File: src/rtl/ct_arb.sv
// ct_arb: two-requester round-robin arbiter with lock, sharing one synchronous ct_mem read port.
// Latency: grant is combinational in the request cycle; read data returns MEM_LAT+1 clocks after the grant edge.
// Backpressure: a requester holds req until it sees gnt; the loser, or the non-owner while a lock is held, waits.
//
// Ports:
//   clk, rst                  rising-edge clock, asynchronous active-high reset
//   req0/1, addr0/1, lock0/1  per-requester read request, address, and ownership lock
//   gnt0/1                    combinational accept of the current request
//   rddata0/1, valid0/1       registered read data and its one-cycle strobe
//   mem_addr, mem_rddata      shared ct_mem port (address out, q in)
module ct_arb #(
    parameter int AW      = 8,
    parameter int DW      = 8,
    parameter int MEM_LAT = 1
) (
    input  logic          clk,
    input  logic          rst,
    input  logic          req0,
    input  logic          req1,
    input  logic [AW-1:0] addr0,
    input  logic [AW-1:0] addr1,
    input  logic          lock0,
    input  logic          lock1,
    output logic          gnt0,
    output logic          gnt1,
    output logic [DW-1:0] rddata0,
    output logic [DW-1:0] rddata1,
    output logic          valid0,
    output logic          valid1,
    output logic [AW-1:0] mem_addr,
    input  logic [DW-1:0] mem_rddata
);

    typedef enum logic [1:0] {IDLE, OWN0, OWN1} state_t;

    state_t        state;
    logic          last;        // requester granted most recently; the other wins a tie
    logic [AW-1:0] addr_q;      // mem_addr value held between grants
    logic          own0_act;
    logic          own1_act;

    // Tag pipeline: one slot per memory latency stage
    logic [MEM_LAT-1:0] tag_live;
    logic [MEM_LAT-1:0] tag_id;

    // Ownership only binds while the owner keeps its lock high; a low lock
    // drops straight back to round-robin in the same cycle.
    assign own0_act = (state == OWN0) && lock0;
    assign own1_act = (state == OWN1) && lock1;

    always_comb begin
        gnt0 = 1'b0;
        gnt1 = 1'b0;
        if (rst) begin
            gnt0 = 1'b0;
            gnt1 = 1'b0;
        end else if (own0_act) begin
            gnt0 = req0;
        end else if (own1_act) begin
            gnt1 = req1;
        end else if (req0 && req1) begin
            gnt0 = last;
            gnt1 = !last;
        end else begin
            gnt0 = req0;
            gnt1 = req1;
        end
    end

    // The memory samples mem_addr on the edge closing the grant cycle, so the
    // granted address must be presented combinationally.
    always_comb begin
        mem_addr = addr_q;
        if (gnt0) begin
            mem_addr = addr0;
        end else if (gnt1) begin
            mem_addr = addr1;
        end
    end

    always_ff @(posedge clk or posedge rst) begin
        if (rst) begin
            state  <= IDLE;
            last   <= 1'b1;
            addr_q <= '0;
        end else begin
            addr_q <= mem_addr;
            if (gnt0) begin
                last  <= 1'b0;
                state <= lock0 ? OWN0 : IDLE;
            end else if (gnt1) begin
                last  <= 1'b1;
                state <= lock1 ? OWN1 : IDLE;
            end else if ((state == OWN0 && !lock0) || (state == OWN1 && !lock1)) begin
                state <= IDLE;
            end
        end
    end

    always_ff @(posedge clk or posedge rst) begin
        if (rst) begin
            tag_live <= '0;
            tag_id   <= '0;
        end else begin
            tag_live[0] <= gnt0 || gnt1;
            tag_id[0]   <= gnt1;
            for (int k = 1; k < MEM_LAT; k++) begin
                tag_live[k] <= tag_live[k-1];
                tag_id[k]   <= tag_id[k-1];
            end
        end
    end

    // A live tag leaving the pipeline lines up with mem_rddata for its address.
    always_ff @(posedge clk or posedge rst) begin
        if (rst) begin
            rddata0 <= '0;
            rddata1 <= '0;
            valid0  <= 1'b0;
            valid1  <= 1'b0;
        end else begin
            valid0 <= 1'b0;
            valid1 <= 1'b0;
            if (tag_live[MEM_LAT-1]) begin
                if (tag_id[MEM_LAT-1]) begin
                    rddata1 <= mem_rddata;
                    valid1  <= 1'b1;
                end else begin
                    rddata0 <= mem_rddata;
                    valid0  <= 1'b1;
                end
            end
        end
    end

endmodule

File: config.mk
export PLATFORM = sky130hd
export DESIGN_NAME = ct_arb
export DESIGN_NICKNAME = d
export VERILOG_FILES = /design/src/rtl/ct_arb.sv
export SDC_FILE = /design/constraint.sdc
export NUM_CORES = 1
export LEC_CHECK = 0
export CORE_MARGIN = 2
export CORE_UTILIZATION = 28
export CTS_CLUSTER_SIZE = 40
export DETAILED_ROUTE_END_ITERATION = 10
export PLACE_DENSITY = 0.67
export SLEW_MARGIN = 20
export SYNTH_ARGS = -nofsm -noshare
export SYNTH_HDL_FRONTEND = slang
export SYNTH_SLANG_ARGS = --single-unit
File: constraint.sdc
create_clock -name clk -period 2.3 [get_ports clk]
set_input_delay 0.46 -clock clk [delete_from_list [all_inputs] [get_ports clk]]
set_output_delay 0.46 -clock clk [all_outputs]
set_load 0.05 [all_outputs]
### Cell outlines without signal wires, run 1

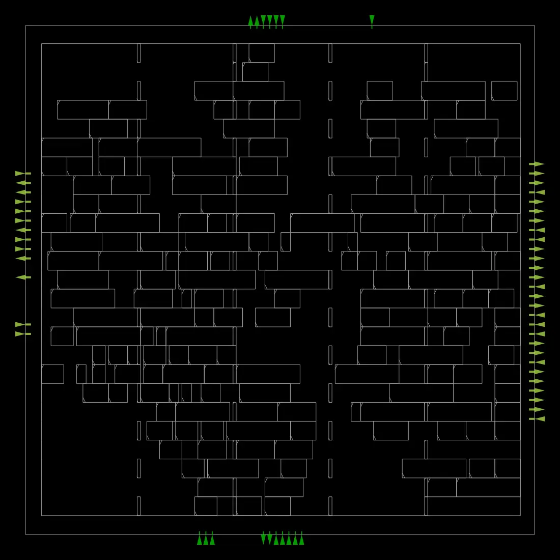
Tap Cells: 54
number of cell rows: 25

### Met3 routing, run 1

Drawn at 4 px/um. Cells faint in the background.
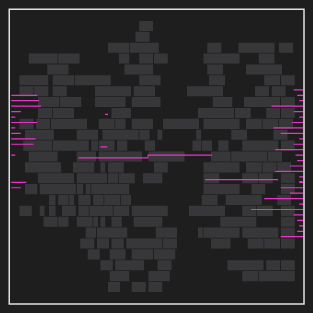
43 nets have wire on it. The layer carries 197 um of wire. The layer holds 5.6% of the routed length. The longest straight run is 17.9 um.

### Placement by cell class, run 1

Drawn at 6 px/um.
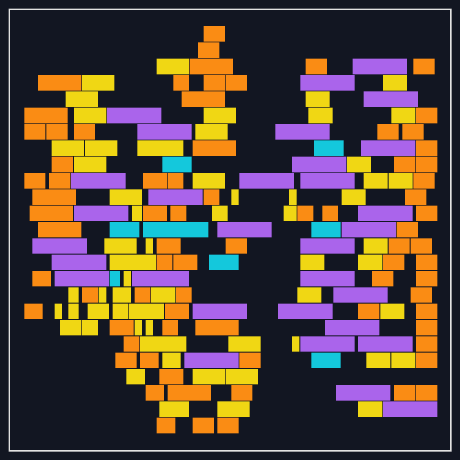
Orange stands for remaining buffers and delay cells, cells 76, share of their area 35%. Yellow stands for combinational and other logic, cells 59, share of their area 27%. Cyan stands for clock drivers and dummy loads, cells 8, share of their area 4.9%. Purple stands for sequential cells, cells 31, share of their area 33%.

==> tab_implementation.tex, run 1 <==
% Table of physical implementation metrics
\begin{tabular}{lr}
\hline
Metric & Value \\
\hline
\multicolumn{2}{l}{\textbf{Outcome}} \\
Status & finished, violations left \\
Violations in the final reports & negative setup slack \\
\multicolumn{2}{l}{\textbf{Critical path}} \\
Cell type group with the largest total delay on the critical path & flip-flops \\
Launch point of the worst reg-to-reg path & last \\
Critical Path Stages & 7 \\
Delay of the slowest cell on the worst path & 0.55 ns \\
Most frequent CP cell & sky130\_fd\_sc\_hd\_\_buf\_6 \\
\multicolumn{2}{l}{\textbf{Yosys}} \\
Cell type with the highest aggregate area in the netlist & sky130\_fd\_sc\_hd\_\_dfrtp\_1 \\
Share of flip-flops with an asynchronous set or reset after synthesis & 1.00 \\
Flip-flop and latch count after synthesis & 31 \\
Cells after synthesis & 92 \\
Total cells reported by yosys after synthesis & 92 \\
Predominant post-synthesis flop cell & sky130\_fd\_sc\_hd\_\_dfrtp\_1 \\
Cell variety after synth & 22 \\
Cell types occupying the most area after synthesis & sky130\_fd\_sc\_hd\_\_dfrtp\_1 56\%, sky130\_fd\_sc\_hd\_\_mux2\_2 23\%, sky130\_fd\_sc\_hd\_\_mux2\_4 5.6\% \\
Share of the synthesized area in the top cell type & 0.558 \\
\multicolumn{2}{l}{\textbf{Timing}} \\
Accumulated negative setup slack & -1.96 ns \\
Setup repair after global routing missed its margin & true \\
Final setup violation count & 9 \\
Worst slew margin relative to its limit & 0.663 \\
Least setup slack across all paths after layout & -0.251 ns \\
Worst-Margin Slew & 0.504 ns \\
\multicolumn{2}{l}{\textbf{Final layout}} \\
Sequential cells & 31 \\
Inverters & 6 \\
Non-filler instance count after layout & 228 \\
Proportion of cell area occupied by multi-input gates & 0.256 \\
Proportion of final cell area spent on non-clock buffers & 0.341 \\
Area of the multi-input gates & 627 um2 \\
Registers with the most flip-flops & addr\_q: 8 flops, rddata0: 8 flops, rddata1: 8 flops \\
Combined flip-flop and latch cell area & 777 um2 \\
\#MultiIn Comb & 53 \\
Area overhead of the layout relative to synthesis & 81.6\% \\
\multicolumn{2}{l}{\textbf{Global routing}} \\
Met3 capacity usage during global routing & 0.0453 \\
Largest net degree at the start of global routing & 23 \\
Layer with the highest usage & met2 \\
Global-route congestion overflow total & 0 \\
\multicolumn{2}{l}{\textbf{CTS}} \\
Clock transition at the registers of the reported paths & 0.07 ns \\
Master cell of the clock root buffer & sky130\_fd\_sc\_hd\_\_clkbuf\_8 \\
Number of buffers created by CTS & 5 \\
\multicolumn{2}{l}{\textbf{Place}} \\
Number of port buffers & 57 \\
Half-perimeter wire length after placement & 2.30 mm \\
\multicolumn{2}{l}{\textbf{Pwr}} \\
Power attributed to combinational cells & 1.55 mW \\
Leak pwr & 1.12 nW \\
Maximum vdd drop & 0.772 mV \\
Design Power & 2.89 mW \\
Clk pwr share & 0.189 \\
Design internal power & 1.77 mW \\
\multicolumn{2}{l}{\textbf{Floorplanning}} \\
Number of placed I/O pins & 58 \\
Floorplan die height & 73.3 um \\
Area enclosed by the die boundary & 5380 um2 \\
\multicolumn{2}{l}{\textbf{Job}} \\
Maxcap violations & 0 \\
\multicolumn{2}{l}{\textbf{Min path}} \\
HP Class & primary input to async pin \\
\multicolumn{2}{l}{\textbf{Route}} \\
First drt pass iteration count & 4 \\
Routed len/inst & 15.4 um \\
Residual antenna-violating net count after detailed routing & 0 \\
Initial DRC Count & 12 \\
\hline
\end{tabular}
## run 1: cell families (layout without fill, tap and decap cells)
group / Yosys count / after routing / synth area share
flops: 31 / 31 / 0.577
buf+inv: 9 / 90 / 0.0335
mux: 32 / 32 / 0.282
compound gates: 8 / 9 / 0.0483
simple gates: 12 / 12 / 0.0595
## run 1: worst min-delay path: cells and delay by family
family,cells,cell delay (ns)
buffers and inverters,3,0.71
## run 1: path summary, 6_finish.rpt
path                                to  slack, ns
setup / recovery           mem_addr[6]      -0.25
hold / removal               addr_q[3]       0.47
setup reg to reg             addr_q[4]       0.41
hold reg to reg             rddata1[6]       0.51
max in group asynchronous   rddata0[2]       1.37
min in group clk            rddata1[6]       0.51
### Sizing map, run 1

Drawn at 4 px/um.
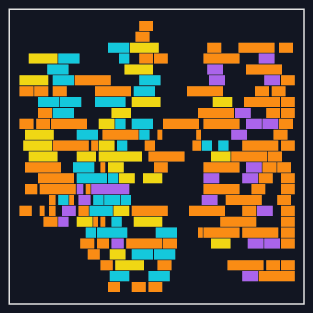

==> run 2: changes to the inputs <==
--- a/config.mk
+++ b/config.mk
@@ -10,6 +10,7 @@
 export CTS_CLUSTER_SIZE = 40
 export DETAILED_ROUTE_END_ITERATION = 10
 export PLACE_DENSITY = 0.67
+export SETUP_SLACK_MARGIN = 0.3
 export SLEW_MARGIN = 20
 export SYNTH_ARGS = -nofsm -noshare
 export SYNTH_HDL_FRONTEND = slang
### Sizing map, run 2

Drawn at 4 px/um.
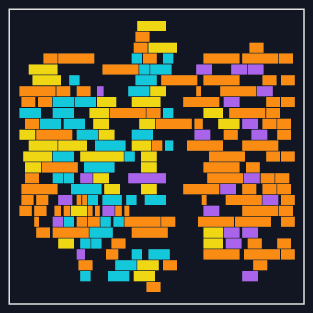
Purple stands for _2 cells, cells 23. Orange stands for _0 and _1 cells, cells 93. Yellow stands for _6 and larger, cells 31. Cyan stands for _3 and _4 cells, cells 39.

==> run 2 against run 1 <==
- the flow still finishes with violations (negative setup slack)
- critical path depth unchanged
- sequential share of layout area down 1.3 points
- final cell count up 5.3%
- non-clock buffer count up 12
- die size unchanged
- final area up 4.4%
- flip-flop count unchanged
- worst setup slack worse by 0.054 ns
- clock power up 3%
- critical path type unchanged
- largest cell class unchanged
- highest routed layer unchanged
==> tab_implementation.tex, run 2 <==
% Table of physical implementation metrics
\begin{tabular}{lr}
\hline
Metric & Value \\
\hline
\multicolumn{2}{l}{\textbf{Global routing}} \\
Global-route congestion overflow total & 0 (unchanged) \\
Met3 capacity usage during global routing & 0.0576 (was 0.0453) \\
Layer with the highest usage & met2 (unchanged) \\
GR Util All Layers & 0.143 (was 0.139) \\
Largest net degree at the start of global routing & 23 (unchanged) \\
\multicolumn{2}{l}{\textbf{Critical path}} \\
Reg2Reg Setup Slack & 0.35 ns (was 0.41 ns) \\
Worst setup path endpoint & mem\_addr[6] (unchanged) \\
\multicolumn{2}{l}{\textbf{Yosys}} \\
Share of flip-flops with an asynchronous set or reset after synthesis & 1.00 (unchanged) \\
Post-Synth Adder-Cell Area & 0 (unchanged) \\
Share of the synthesized area in the top cell type & 0.558 (unchanged) \\
Predominant post-synthesis flop cell & sky130\_fd\_sc\_hd\_\_dfrtp\_1 (unchanged) \\
Cell variety after synth & 22 (unchanged) \\
Cell types occupying the most area after synthesis & sky130\_fd\_sc\_hd\_\_dfrtp\_1 56\%, sky130\_fd\_sc\_hd\_\_mux2\_2 23\%, sky130\_fd\_sc\_hd\_\_mux2\_4 5.6\% (unchanged) \\
Cell type with the highest aggregate area in the netlist & sky130\_fd\_sc\_hd\_\_dfrtp\_1 (unchanged) \\
Xor-xnor portion of the synthesized cell area & 0 (unchanged) \\
Aoi/oai-family share of the synthesized area & 0.0483 (unchanged) \\
Total cells reported by yosys after synthesis & 92 (unchanged) \\
Chip area from the yosys synthesis statistics & 1350 um2 (unchanged) \\
Main combinational cell family by area after synthesis & multiplexers (unchanged) \\
Per-instance average area after synthesis & 14.6 um2 (unchanged) \\
Flip-flop and latch count after synthesis & 31 (unchanged) \\
Yosys simple share & 0.0595 (unchanged) \\
Proportion of synthesized area in mux cells & 0.282 (unchanged) \\
\multicolumn{2}{l}{\textbf{Job}} \\
Maxcap violations & 0 (unchanged) \\
\multicolumn{2}{l}{\textbf{Pwr}} \\
Design internal power & 1.79 mW (was 1.77 mW) \\
Clk pwr share & 0.192 (was 0.189) \\
Maximum vdd drop & 0.743 mV (was 0.772 mV) \\
Design Power & 2.92 mW (was 2.89 mW) \\
Leak pwr & 1.17 nW (was 1.12 nW) \\
Power attributed to combinational cells & 1.57 mW (was 1.55 mW) \\
\multicolumn{2}{l}{\textbf{Place}} \\
Half-perimeter wire length after placement & 2.55 mm (was 2.30 mm) \\
Number of port buffers & 57 (unchanged) \\
\multicolumn{2}{l}{\textbf{Floorplanning}} \\
Core region area & 4690 um2 (unchanged) \\
Number of placed I/O pins & 58 (unchanged) \\
Floorplan die height & 73.3 um (unchanged) \\
Area enclosed by the die boundary & 5380 um2 (unchanged) \\
\multicolumn{2}{l}{\textbf{CTS}} \\
Master cell of the clock root buffer & sky130\_fd\_sc\_hd\_\_clkbuf\_8 (unchanged) \\
Clock transition at the registers of the reported paths & 0.07 ns (about the same) \\
Number of buffers created by CTS & 5 (unchanged) \\
\multicolumn{2}{l}{\textbf{Route}} \\
Residual antenna-violating net count after detailed routing & 0 (unchanged) \\
Total via count after detailed routing & 1,098 (was 1,043) \\
First drt pass iteration count & 3 (was 4) \\
Initial DRC Count & 35 (was 12) \\
Routed len/inst & 15.1 um (was 15.4 um) \\
\multicolumn{2}{l}{\textbf{Outcome}} \\
Violations in the final reports & negative setup slack (unchanged) \\
Status & finished, violations left (unchanged) \\
\multicolumn{2}{l}{\textbf{Timing}} \\
Accumulated negative setup slack & -2.35 ns (was -1.96 ns) \\
Setup repair after global routing missed its margin & true (unchanged) \\
Worst-Margin Slew & 0.734 ns (was 0.504 ns) \\
Least setup slack across all paths after layout & -0.305 ns (was -0.251 ns) \\
Worst slew margin relative to its limit & 0.510 (was 0.663) \\
Final setup violation count & 10 (was 9) \\
\multicolumn{2}{l}{\textbf{Final layout}} \\
Combined flip-flop and latch cell area & 777 um2 (unchanged) \\
Area of the multi-input gates & 622 um2 (was 627 um2) \\
Area overhead of the layout relative to synthesis & 89.6\% (was 81.6\%) \\
Final Util & 0.544 (was 0.521) \\
Non-filler instance count after layout & 240 (was 228) \\
Registers with the most flip-flops & addr\_q: 8 flops, rddata0: 8 flops, rddata1: 8 flops (unchanged) \\
\multicolumn{2}{l}{\textbf{Min path}} \\
HP Class & primary input to async pin (unchanged) \\
\hline
\end{tabular}
run 2: cell counts after synthesis:
No cell type changed its count.
run 2: cell type report:
type | instances | share of cell area
Clock inverter | 2 | 0.0137
Sequential cell | 31 | 0.304
Timing Repair Buffer | 88 | 0.370
Clock buffer | 6 | 0.0324
Inverter | 6 | 0.00980
Multi-Input combinational cell | 53 | 0.244
Tap cell | 54 | 0.0265
run 2: worst max-delay path, cell delays in order, from the launching register on:
cell and delay, ns:
sky130_fd_sc_hd__dfrtp_1 0.39, sky130_fd_sc_hd__buf_6 0.12, sky130_fd_sc_hd__nand3b_1 0.29, sky130_fd_sc_hd__o211ai_4 0.17, sky130_fd_sc_hd__buf_6 0.15, sky130_fd_sc_hd__mux2_4 0.30
sky130_fd_sc_hd__mux2_4 0.30, sky130_fd_sc_hd__buf_12 0.15
### Placement by cell class, run 2

Drawn at 6 px/um.
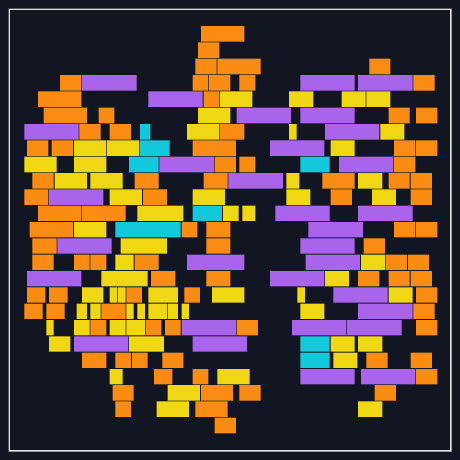

==> run 3: changes to the inputs <==
--- a/config.mk
+++ b/config.mk
@@ -5,11 +5,12 @@
 export SDC_FILE = /design/constraint.sdc
 export NUM_CORES = 1
 export LEC_CHECK = 0
+export CAP_MARGIN = 40
 export CORE_MARGIN = 2
-export CORE_UTILIZATION = 28
+export CORE_UTILIZATION = 30
 export CTS_CLUSTER_SIZE = 40
 export DETAILED_ROUTE_END_ITERATION = 10
-export PLACE_DENSITY = 0.67
+export PLACE_DENSITY = 0.7
 export SETUP_SLACK_MARGIN = 0.3
 export SLEW_MARGIN = 20
 export SYNTH_ARGS = -nofsm -noshare
### Placement by cell class, run 3

Drawn at 6 px/um.
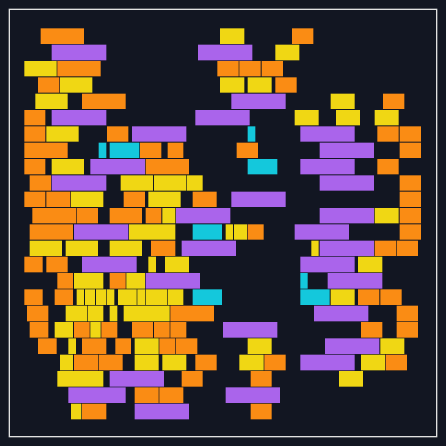
Orange stands for remaining buffers and delay cells, cells 76, share of their area 36%. Yellow stands for combinational and other logic, cells 59, share of their area 27%. Cyan stands for clock drivers and dummy loads, cells 8, share of their area 3.5%. Purple stands for sequential cells, cells 31, share of their area 34%.

==> run 3 against run 2 <==
- the run still ends with negative setup slack left
- combinational power down 5%
- largest cell class unchanged
- die size down 6.3%
- highest routed layer unchanged
- via count down 5.0%
- area after synthesis did not move
- largest power group unchanged
- synthesized cell count is the same
==> tab_implementation.tex, run 3 <==
% Table of physical implementation metrics
\begin{tabular}{lr}
\hline
Metric & Value \\
\hline
\multicolumn{2}{l}{\textbf{CTS}} \\
Clock transition at the registers of the reported paths & 0.06 ns (was 0.07 ns) \\
Number of buffers created by CTS & 5 (unchanged) \\
Master cell of the clock root buffer & sky130\_fd\_sc\_hd\_\_clkbuf\_8 (unchanged) \\
\multicolumn{2}{l}{\textbf{Yosys}} \\
Total cells reported by yosys after synthesis & 92 (unchanged) \\
Post-Synth Adder-Cell Area & 0 (unchanged) \\
Cells after synthesis & 92 (unchanged) \\
Cell variety after synth & 22 (unchanged) \\
Cell types occupying the most area after synthesis & sky130\_fd\_sc\_hd\_\_dfrtp\_1 56\%, sky130\_fd\_sc\_hd\_\_mux2\_2 23\%, sky130\_fd\_sc\_hd\_\_mux2\_4 5.6\% (unchanged) \\
Share of the synthesized area in the top cell type & 0.558 (unchanged) \\
Chip area from the yosys synthesis statistics & 1350 um2 (unchanged) \\
Aoi/oai-family share of the synthesized area & 0.0483 (unchanged) \\
Post-synthesis cell area & 1350 um2 (unchanged) \\
Xor-xnor portion of the synthesized cell area & 0 (unchanged) \\
Share of flip-flops with an asynchronous set or reset after synthesis & 1.00 (unchanged) \\
Proportion of synthesized area in mux cells & 0.282 (unchanged) \\
Main combinational cell family by area after synthesis & multiplexers (unchanged) \\
Cell type with the highest aggregate area in the netlist & sky130\_fd\_sc\_hd\_\_dfrtp\_1 (unchanged) \\
Flip-flop and latch count after synthesis & 31 (unchanged) \\
Yosys simple share & 0.0595 (unchanged) \\
\multicolumn{2}{l}{\textbf{Timing}} \\
Worst slew margin relative to its limit & 0.657 (was 0.510) \\
Worst-Margin Slew & 0.513 ns (was 0.734 ns) \\
Least setup slack across all paths after layout & -0.241 ns (was -0.305 ns) \\
Period utilization & 1.10 (was 1.13) \\
Worst Hold Slack & 0.507 ns (was 0.496 ns) \\
Setup repair after global routing missed its margin & true (unchanged) \\
Final setup violation count & 8 (was 10) \\
Accumulated negative setup slack & -1.77 ns (was -2.35 ns) \\
\multicolumn{2}{l}{\textbf{Floorplanning}} \\
Number of placed I/O pins & 58 (unchanged) \\
Floorplan die height & 71.0 um (was 73.3 um) \\
Number of cell rows & 24 (was 25) \\
Area enclosed by the die boundary & 5040 um2 (was 5380 um2) \\
Core region area & 4320 um2 (was 4690 um2) \\
\multicolumn{2}{l}{\textbf{Critical path}} \\
Slowest stage cell on the critical path & sky130\_fd\_sc\_hd\_\_mux2\_4 (was sky130\_fd\_sc\_hd\_\_dfrtp\_1) \\
Kind of capture point of the worst setup path & output pin (unchanged) \\
End of the worst register-to-register path & addr\_q[2] (was addr\_q[6]) \\
Delay of the slowest cell on the worst path & 0.30 ns (was 0.39 ns) \\
Reg2Reg Setup Slack & 0.42 ns (was 0.35 ns) \\
Critical Path Stages & 7 (unchanged) \\
Worst setup path endpoint & mem\_addr[5] (was mem\_addr[6]) \\
Most frequent CP cell & sky130\_fd\_sc\_hd\_\_mux2\_4 \\
Combined buffer and inverter count along the critical path & 3 (unchanged) \\
\multicolumn{2}{l}{\textbf{Route}} \\
Residual antenna-violating net count after detailed routing & 0 (unchanged) \\
First drt pass iteration count & 4 (was 3) \\
Via/cell ratio & 4.62 (was 4.58) \\
Total via count after detailed routing & 1,043 (was 1,098) \\
Initial DRC Count & 14 (was 35) \\
\multicolumn{2}{l}{\textbf{Final layout}} \\
Area overhead of the layout relative to synthesis & 75.7\% (was 89.6\%) \\
Registers with the most flip-flops & addr\_q: 8 flops, rddata0: 8 flops, rddata1: 8 flops (unchanged) \\
Non-filler instance count after layout & 226 (was 240) \\
Final Util & 0.547 (was 0.544) \\
\multicolumn{2}{l}{\textbf{Global routing}} \\
Layer with the highest usage & met2 (unchanged) \\
GR Util All Layers & 0.147 (was 0.143) \\
Met3 capacity usage during global routing & 0.0670 (was 0.0576) \\
Global-route congestion overflow total & 0 (unchanged) \\
\multicolumn{2}{l}{\textbf{Outcome}} \\
Status & finished, violations left (unchanged) \\
Violations in the final reports & negative setup slack (unchanged) \\
\multicolumn{2}{l}{\textbf{Pwr}} \\
Design Power & 2.68 mW (was 2.92 mW) \\
Leak pwr & 1.06 nW (was 1.17 nW) \\
\multicolumn{2}{l}{\textbf{Place}} \\
Number of port buffers & 57 (unchanged) \\
Half-perimeter wire length after placement & 2.43 mm (was 2.55 mm) \\
\multicolumn{2}{l}{\textbf{Job}} \\
Maxcap violations & 0 (unchanged) \\
\hline
\end{tabular}
run 3: power breakdown:
part	internal (mW)	switching [mW]	total, mW
clock	0.214	0.178	0.393
combinational	0.660	0.833	1.49
sequential	0.718	0.0797	0.798
run 3: final cells by class:
cell class | count | area [um2]
clock buffer | 8 | 80.1
fill | 355 | 1960
inverter | 6 | 25.0
multi-input combinational | 53 | 596
sequential | 31 | 777
tap | 52 | 65.1
timing repair buffer | 76 | 823
run 3: repair_timing:
action,CTS,global route
setup buffers,8,3
endpoints found under the setup margin,18,10
pin swaps,6,2
gates cloned,1,0
gates resized,20,2
endpoints found under the hold margin,0,0

==> notes/layouts.md <==
Pictures saved along the way, in no particular order.

Sequential cells grouped by signal name.
Plate I
Drawn at 6 px/um.
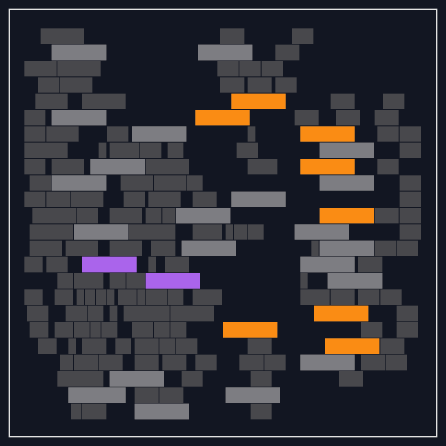
Plate II
Drawn at 4 px/um.
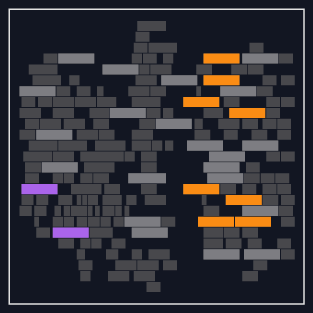
Plate III
Drawn at 4 px/um.
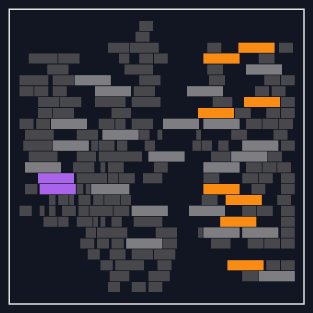
Plate III comes from run 1.
Plate II comes from run 2.
Plate I comes from run 3.

Key to Plate II:
Orange stands for `rddata0`, placed flops 8. Purple stands for `state`, placed flops 2.

Power figures rest on the tool's default switching activity, not on a simulated workload.
